## src/rtl/mod_n_updown_counter.sv

```systemverilog
// mod_n_updown_counter
// Loadable modulo-MODULUS up/down counter with count enable, registered
// terminal-count pulse, saturating wrap counter and out-of-range load flag.
// Priority at each rising clock edge: reset > load > count > idle.
// The only state is data_out plus wrap_count; tc and load_err are one-cycle
// registered pulses derived from the same next-state decision.

module mod_n_updown_counter #(
    parameter int WIDTH      = 4,
    parameter int MODULUS    = 12,
    parameter int WRAP_WIDTH = 8
) (
    input  logic                  clock,
    input  logic                  reset,
    input  logic                  enable,
    input  logic                  load,
    input  logic                  mode,
    input  logic [WIDTH-1:0]      data_in,
    output logic [WIDTH-1:0]      data_out,
    output logic                  tc,
    output logic [WRAP_WIDTH-1:0] wrap_count,
    output logic                  load_err
);

    // Reject impossible count ranges when the block is elaborated.
    if (MODULUS < 2 || MODULUS > (2 ** WIDTH)) begin : g_bad_modulus
        $error("mod_n_updown_counter: MODULUS %0d outside 2..2**WIDTH", MODULUS);
    end

    // One extra bit so that MODULUS == 2**WIDTH is representable in compares.
    localparam int EXT_W = WIDTH + 1;

    localparam logic [EXT_W-1:0] MOD_EXT = EXT_W'(MODULUS);
    localparam logic [WIDTH-1:0] MAX_VAL = WIDTH'(MODULUS - 1);

    logic [EXT_W-1:0] data_in_ext;
    logic             load_in_range;
    logic             at_top;
    logic             at_bottom;
    logic             wrap_full;

    logic [WIDTH-1:0] count_next;
    logic             tc_next;
    logic             load_err_next;

    assign data_in_ext   = {1'b0, data_in};
    assign load_in_range = (data_in_ext < MOD_EXT);
    assign at_top        = (data_out == MAX_VAL);
    assign at_bottom     = (data_out == '0);
    assign wrap_full     = &wrap_count;

    // Next count, terminal-count and load-error decision in priority order.
    always_comb begin
        count_next    = data_out;
        tc_next       = 1'b0;
        load_err_next = 1'b0;
        if (load) begin
            if (load_in_range) begin
                count_next = data_in;
            end else begin
                load_err_next = 1'b1;
            end
        end else if (enable) begin
            if (mode) begin
                if (at_top) begin
                    count_next = '0;
                    tc_next    = 1'b1;
                end else begin
                    count_next = data_out + WIDTH'(1);
                end
            end else begin
                if (at_bottom) begin
                    count_next = MAX_VAL;
                    tc_next    = 1'b1;
                end else begin
                    count_next = data_out - WIDTH'(1);
                end
            end
        end
    end

    // Register count and pulses; wrap counter saturates instead of rolling over.
    always_ff @(posedge clock) begin
        if (reset) begin
            data_out   <= '0;
            tc         <= 1'b0;
            load_err   <= 1'b0;
            wrap_count <= '0;
        end else begin
            data_out <= count_next;
            tc       <= tc_next;
            load_err <= load_err_next;
            if (tc_next && !wrap_full) begin
                wrap_count <= wrap_count + WRAP_WIDTH'(1);
            end
        end
    end

endmodule

```

## config.mk

```make
export PLATFORM = sky130hd
export DESIGN_NAME = mod_n_updown_counter
export DESIGN_NICKNAME = d
export VERILOG_FILES = /design/src/rtl/mod_n_updown_counter.sv
export SDC_FILE = /design/constraint.sdc
export NUM_CORES = 1
export LEC_CHECK = 0
export ABC_CLOCK_PERIOD_IN_PS = 2150
export CAP_MARGIN = 20
export CORE_MARGIN = 2
export CORE_UTILIZATION = 46
export DETAILED_ROUTE_END_ITERATION = 7
export GPL_TIMING_DRIVEN = 0
export HOLD_SLACK_MARGIN = 0.12
export PLACE_DENSITY = 0.74
export RECOVER_POWER = 100
export SYNTH_ARGS = -nofsm -noshare
export SYNTH_HDL_FRONTEND = slang
export SYNTH_SLANG_ARGS = --single-unit
```

## constraint.sdc

```tcl
create_clock -name clock -period 2.15 [get_ports clock]
set_input_delay 0.5375 -clock clock [delete_from_list [all_inputs] [get_ports clock]]
set_output_delay 0.5375 -clock clock [all_outputs]
set_load 0.1 [all_outputs]
```

==> summary.txt, run 1 <==
impl run done, here's what came out: critical path startpoint=wrap_count[0]$_SDFFE_PP0P_, clk_skew=0.00232 ns, # Cells Yosys=104, worst hold slack after final layout=0.515 ns, GR peak layer=met2, CP endpoint kind=output pin, Max Root-Sink Buffers=2, Floorplan Nets=116, die footprint=2190 sq um, fin crit share=97.7%, iteration count of the initial detailed-routing pass=4, Main synth FF type=dfxtp_1, status=finished clean, dpl hpwl=1490 um, top cells, area=dfxtp_1 33%, a21oi_1 7.7%, ha_1 4.5%, o21ai_0 4.2%, nor2_1 3.6%, Worst Path Max Fanout=5, Registers, synthesis=14, max reg flops=8, Metal-1 WL=923 um, Top delay family on crit path=buffers and inverters, htree depth=1, Critical R2R Launch=data_out[0]$_SDFFE_PP0P_, clk cell area share=2.15%, met2 Track Usage GR=36.2%, Design Power=0.603 mW, met2 WL post-DR=930 um, Buffers excl. clock=26, P_leak=0.377 nW, max layer used=met4, setup slack, reg-to-reg=0.29 ns, R2R cell count=7, met3 Usage GRT=3.08%, tool warnings=27, ant diodes=0, buffering overhead=16.8%, Placer Congestion=0.804, n_taps=25, Yosys Chip Area=843 sq um, initial DRC count=18, Net count, final=143, Hold-fix buffers, CTS=0, Synth top cell by count=dfxtp_1, max-cap violation count=0, Max Clk Rate=476 MHz, Finish-stage setup viols=0, Rel. slew slack=22.2%, die height=46.8 um, TritonCTS clock tree=done, CP peak stage delay=0.88 ns, biggest regs=wrap_count: 8 flops, data_out: 4 flops, Die Wd=46.8 um, io pins=23, RSZ-0062 raised after global routing=false, area taken by flip-flops and latches=284 sq um, Top reg by flops=wrap_count, worst slack, placed=-0.139 ns, IO Port Bufs=22, worst-path cell chain=clkbuf_1, Hold Path Stages=2, Hold Vio Cnt, Final=0, initial antenna violation count=0, CP endpoint=wrap_count[0], Worst EP required=1.61 ns, final setup TNS=0 ns, Slowest cell on crit path=clkbuf_1, leading area contributor after synthesis=dfxtp_1, Mapped Area=843 sq um, largest class=logic gates, Non-clock inverters=8, Power Density=575 nW/um^2
[run 1: power by group]
group          internal, mW  switching, mW  leakage (nW)  total, mW
combinational        0.0534          0.120         0.249      0.174
sequential            0.269         0.0127         0.115      0.282
clock                0.0648         0.0821        0.0138      0.147
total                 0.388          0.215         0.377      0.603
[run 1: cell families after synthesis]
family	after synthesis	share of synthesized area [%]
fa+ha+maj	3	4.45
compound gates	37	29.8
xor+xnor	1	1.04
flops	14	33.2
buf+inv	12	6.38
mux	1	1.19
simple gates	36	23.9
[run 1: worst reg2reg max path, cell delays in order, from the launching register on]
cell      delay, ns
dfxtp_2        0.41
inv_1          0.11
ha_1           0.23
nor3b_2        0.18
o211ai_4       0.26
buf_2          0.26
nor3_1         0.08
a311oi_1       0.25
Run 1, clock wiring as the flow saved it:
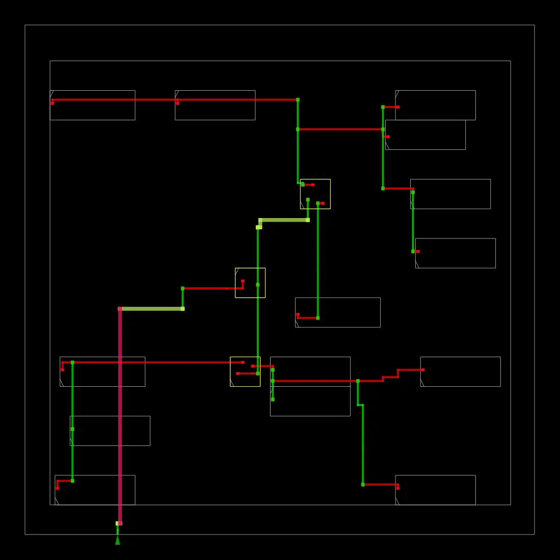
P_clk: 0.147 mW
worst skew pair latency: 0.27 ns
FF+latch count: 14

Run 1, sequential cells coloured by netlist name:
Scale: 10 px per um.
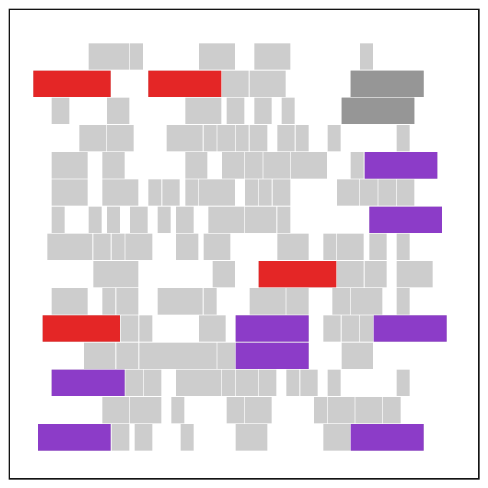
[wrap_count] purple | flops: 8
[data_out] red | flops: 4
P_seq: 0.282 mW
Post-Route Utilization: 60.7%
Seq/total area: 27.1%

Run 1, cell density map:
Scale: 8 px per um. The die is cut into 9 by 9 equal tiles; white is low, dark blue is high, 0 to 100% covered.
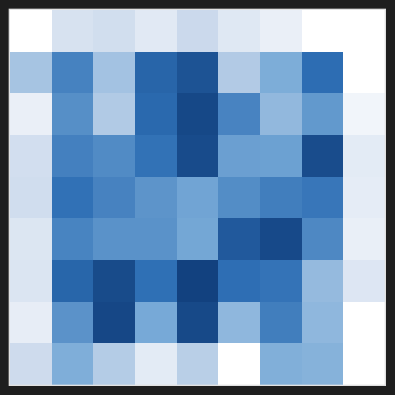
nearly empty tiles: 8.6%
tiles over 75% full: 17%
fullest tile: 93%
densest ninth of the die: middle
Initial Util: 48.8%
core region area: 1730 sq um

--- run 2 (diff from run 1) ---
- SLEW_MARGIN: default -> 20
Run 2, sequential cells coloured by netlist name:
Scale: 10 px per um.
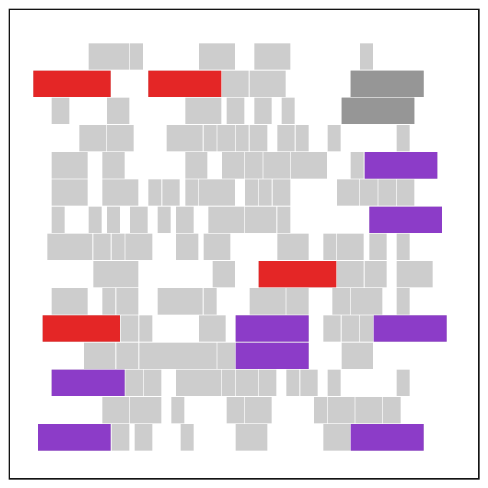
[data_out] red | flops: 4
[wrap_count] purple | flops: 8
not coloured: 2
area taken by flip-flops and latches: 284 sq um

==> run 2 against run 1 <==
Against the previous run: total power unchanged; critical endpoint unchanged; via count unchanged; non-clock buffer count unchanged; first-iteration DRC count unchanged; maximum frequency unchanged; combinational power about the same; cell count unchanged.
==> summary.txt, run 2 <==
impl run done, here's what came out: Hold Vio Cnt, Final=0 (unchanged), RSZ-0062 raised after global routing=false (unchanged), top cells, area=dfxtp_1 33%, a21oi_1 7.7%, ha_1 4.5%, o21ai_0 4.2%, nor2_1 3.6% (unchanged), fin crit share=97.7% (unchanged), Floorplan Nets=116 (unchanged), Main synth FF type=dfxtp_1 (unchanged), met3 Usage GRT=3.08% (unchanged), leading area contributor after synthesis=dfxtp_1 (unchanged), critical path startpoint=wrap_count[0]$_SDFFE_PP0P_ (unchanged), P_int=0.388 mW (unchanged), IO Port Bufs=22 (unchanged), Yosys Chip Area=843 sq um (unchanged), buffering overhead=16.8% (unchanged), Worst EP required=1.61 ns (about the same), Buffers excl. clock=26 (unchanged), biggest regs=wrap_count: 8 flops, data_out: 4 flops (unchanged), Post-Route Utilization=60.7% (unchanged), status=finished clean (unchanged), worst-path cell chain=clkbuf_1 (unchanged), # Cells Yosys=104 (unchanged), initial DRC count=18 (unchanged), worst hold slack after final layout=0.515 ns (unchanged), Die Wd=46.8 um (unchanged), Metal-1 WL=923 um (unchanged), clock power share=24.4% (about the same), Max Clk Rate=476 MHz (unchanged), Critical R2R Launch=data_out[0]$_SDFFE_PP0P_ (unchanged), P_leak=0.377 nW (unchanged), part of the power in registers=46.8% (about the same), max layer used=met4 (unchanged), Slowest cell on crit path=clkbuf_1 (unchanged), worst skew pair latency=0.27 ns (about the same), die footprint=2190 sq um (unchanged), Power Density=575 nW/um^2 (unchanged), core region area=1730 sq um (unchanged), Finish-stage setup viols=0 (unchanged), met2 WL post-DR=930 um (unchanged), largest class=logic gates (unchanged), Seq/total area=27.1% (unchanged), io pins=23 (unchanged), Sw Ratio=35.7% (unchanged), max reg flops=8 (unchanged), CP endpoint kind=output pin (unchanged), Rel. slew slack=22.2% (unchanged), setup slack, reg-to-reg=0.29 ns (about the same), met2 Track Usage GR=36.2% (unchanged), Hold Path Stages=2 (unchanged), n_taps=25 (unchanged), Net count, final=143 (unchanged), die height=46.8 um (unchanged), combinational group share of total power=28.8% (about the same), CP endpoint=wrap_count[0] (unchanged), Max Root-Sink Buffers=2 (unchanged), htree depth=1 (unchanged), tool warnings=27 (unchanged), Registers, synthesis=14 (unchanged), Worst Path Max Fanout=5 (unchanged)
Run 2, metal layers overlaid:
Scale: 10 px per um.
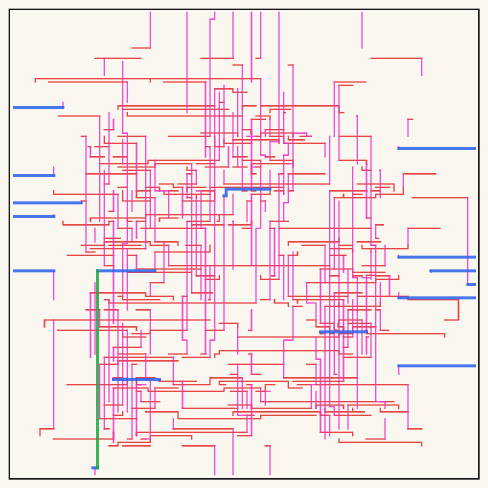
[M2] magenta | wire length: 931 um
[M1] red | wire length: 924 um
[M3] blue | wire length: 79.1 um
[M4] green | wire length: 19.7 um
Avg WL per Cell: 12.7 um
Via Count: 843
GRT Util Overall: 20.6%
total wire length: 1950 um

-- run 2: worst register-to-register path: cells and delay by family, from the launching register on --
kind	cells	cell delay [ns]
compound gates	2	0.51
fa+ha+maj	1	0.23
buf+inv	2	0.37
flops	1	0.41
simple gates	2	0.26
-- run 2: power by group through the flow --
stage          Clock, mW  Combinational [mW]  Sequential (mW)
2_1_floorplan          0              0.0693            0.350
3_3_place_gp           0               0.180            0.288
3_5_place_dp           0               0.183            0.288
4_1_cts            0.151               0.178            0.282
5_1_grt            0.167               0.187            0.284
6_report           0.147               0.174            0.282
-- run 2: cells by family after synthesis --
family,after synthesis,synth area share (%)
DFF,14,33.2
and+or+nand+nor,36,23.9
muxes,1,1.19
AOI/OAI and AO/OA,37,29.8
buffers and inverters,12,6.38
adders and majority gates,3,4.45
xor gates and xnor gates,1,1.04
--- run 3 (diff from run 2) ---
- CAP_MARGIN: 20 -> 15
- SLEW_MARGIN: 20 -> default
Run 3, power grid:
Scale: 8 px per um. Pins as bars on the die edge. Tap cells in grey.
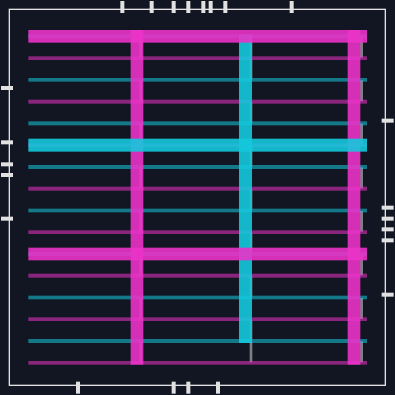
[VDD] cyan
[VSS] magenta
met5 straps: 3
tap cells: 25
met4 straps: 3
worst-case vdd ir drop: 0.000378 V
die height: 46.8 um
Die Wd: 46.8 um

Run 3, sequential cells coloured by netlist name:
Scale: 10 px per um.
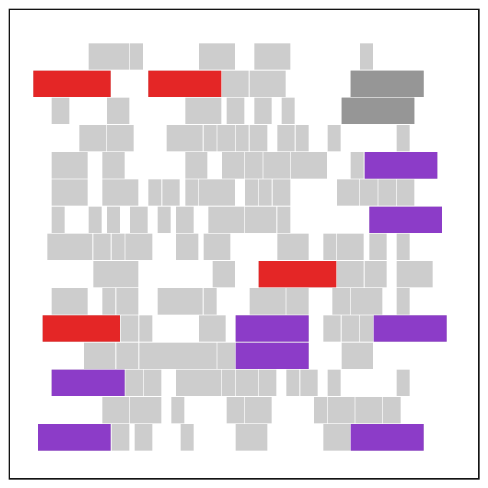
[wrap_count] purple | flops: 8
[data_out] red | flops: 4

==> run 3 against run 2 <==
Against the previous run: synthesized area unchanged; sequential power about the same; sequential share of layout area did not move; highest routed layer unchanged; clock power is essentially flat; maximum frequency is the same; total power unchanged; utilization unchanged; via count unchanged; routed wire length is the same.
==> summary.txt, run 3 <==
impl run done, here's what came out: Buffers excl. clock=26 (unchanged), TritonCTS clock tree=done (unchanged), IO Port Bufs=22 (unchanged), GR peak layer=met2 (unchanged), fin crit share=97.7% (unchanged), worst hold slack after final layout=0.515 ns (unchanged), clk cell area share=2.15% (unchanged), tool warnings=27 (unchanged), Switching Power=0.215 mW (unchanged), FF+latch count=14 (unchanged), AND/OR/NAND/NOR Cells, Area Fraction=23.9% (unchanged), combinational group share of total power=28.8% (about the same), total wire length=1950 um (unchanged), worst skew pair latency=0.27 ns (about the same), Rel. slew slack=22.2% (unchanged), Hold-fix buffers, CTS=0 (unchanged), Design Power=0.603 mW (unchanged), Main synth FF type=dfxtp_1 (unchanged), MUX area fraction=1.19% (unchanged), buffering overhead=16.8% (unchanged), Net count, final=143 (unchanged), P_int=0.388 mW (unchanged), met2 WL post-DR=930 um (unchanged), status=finished clean (unchanged), area taken by flip-flops and latches=284 sq um (unchanged), initial antenna violation count=0 (unchanged), Max Clk Rate=476 MHz (unchanged), leading area contributor after synthesis=dfxtp_1 (unchanged), Complex Gates by Area=29.8% (unchanged), max-cap violation count=0 (unchanged), # Cells Yosys=104 (unchanged), core region area=1730 sq um (unchanged), Finish-stage setup viols=0 (unchanged), max reg flops=8 (unchanged), Synth top cell by count=dfxtp_1 (unchanged), Power Density=575 nW/um^2 (unchanged), largest class=logic gates (unchanged), Sw Ratio=35.7% (unchanged), max layer used=met4 (unchanged), iteration count of the initial detailed-routing pass=4 (unchanged), comb pwr=0.174 mW (about the same), Metal-1 WL=923 um (unchanged), clock power share=24.4% (about the same), Placer Congestion=0.804 (unchanged), Avg WL per Cell=12.7 um (unchanged), die footprint=2190 sq um (unchanged), Registers, synthesis=14 (unchanged), Non-clock inverters=8 (unchanged), P_leak=0.377 nW (unchanged), GRT Util Overall=20.6% (unchanged), ant diodes=0 (unchanged), Post-Route Utilization=60.7% (unchanged), part of the power in registers=46.8% (about the same), RSZ-0062 raised after global routing=false (unchanged), highest-power group=sequential cells (unchanged), final setup TNS=0 ns (unchanged), Max Root-Sink Buffers=2 (unchanged), Hold Vio Cnt, Final=0 (unchanged), initial DRC count=18 (unchanged), Seq/total area=27.1% (unchanged), Initial Util=48.8% (unchanged), MI comb cells=78 (unchanged), Worst Path Max Fanout=5 (unchanged), worst slack, placed=-0.139 ns (unchanged), Via Count=843 (unchanged), P_clk=0.147 mW (about the same), Adder Area Share=4.45% (unchanged), met3 Usage GRT=3.08% (unchanged), Mapped Area=843 sq um (unchanged), clk_skew=0.00232 ns (unchanged), n_taps=25 (unchanged), dpl hpwl=1490 um (unchanged), Top logic family=AND-OR/OR-AND gates (unchanged), CP endpoint kind=output pin (unchanged), biggest regs=wrap_count: 8 flops, data_out: 4 flops (unchanged), met2 Track Usage GR=36.2% (unchanged), htree depth=1 (unchanged), Top reg by flops=wrap_count (unchanged), placed cells=151 (unchanged), Top delay family on crit path=buffers and inverters (unchanged)
-- run 3: cell counts after synthesis --
Identical to the previous run, type by type.
-- run 3: timing repair --
item,in CTS,in global routing
setup endpoints to repair,14,4
gates resized,15,5
pin swaps,0,0
-- run 3: final timing paths --
path / startpoint / to / slack, ns / cells past startpoint
min: wrap_count[7]$_SDFFE_PP0P_ / wrap_count[7]$_SDFFE_PP0P_ / 0.51 / 2
min reg2reg: wrap_count[7]$_SDFFE_PP0P_ / wrap_count[7]$_SDFFE_PP0P_ / 0.51 / 2
max: wrap_count[0]$_SDFFE_PP0P_ / wrap_count[0] / 0.05 / 1
max reg2reg: data_out[0]$_SDFFE_PP0P_ / wrap_count[6]$_SDFFE_PP0P_ / 0.29 / 7
Power figures rest on the tool's default switching activity, not on a simulated workload.
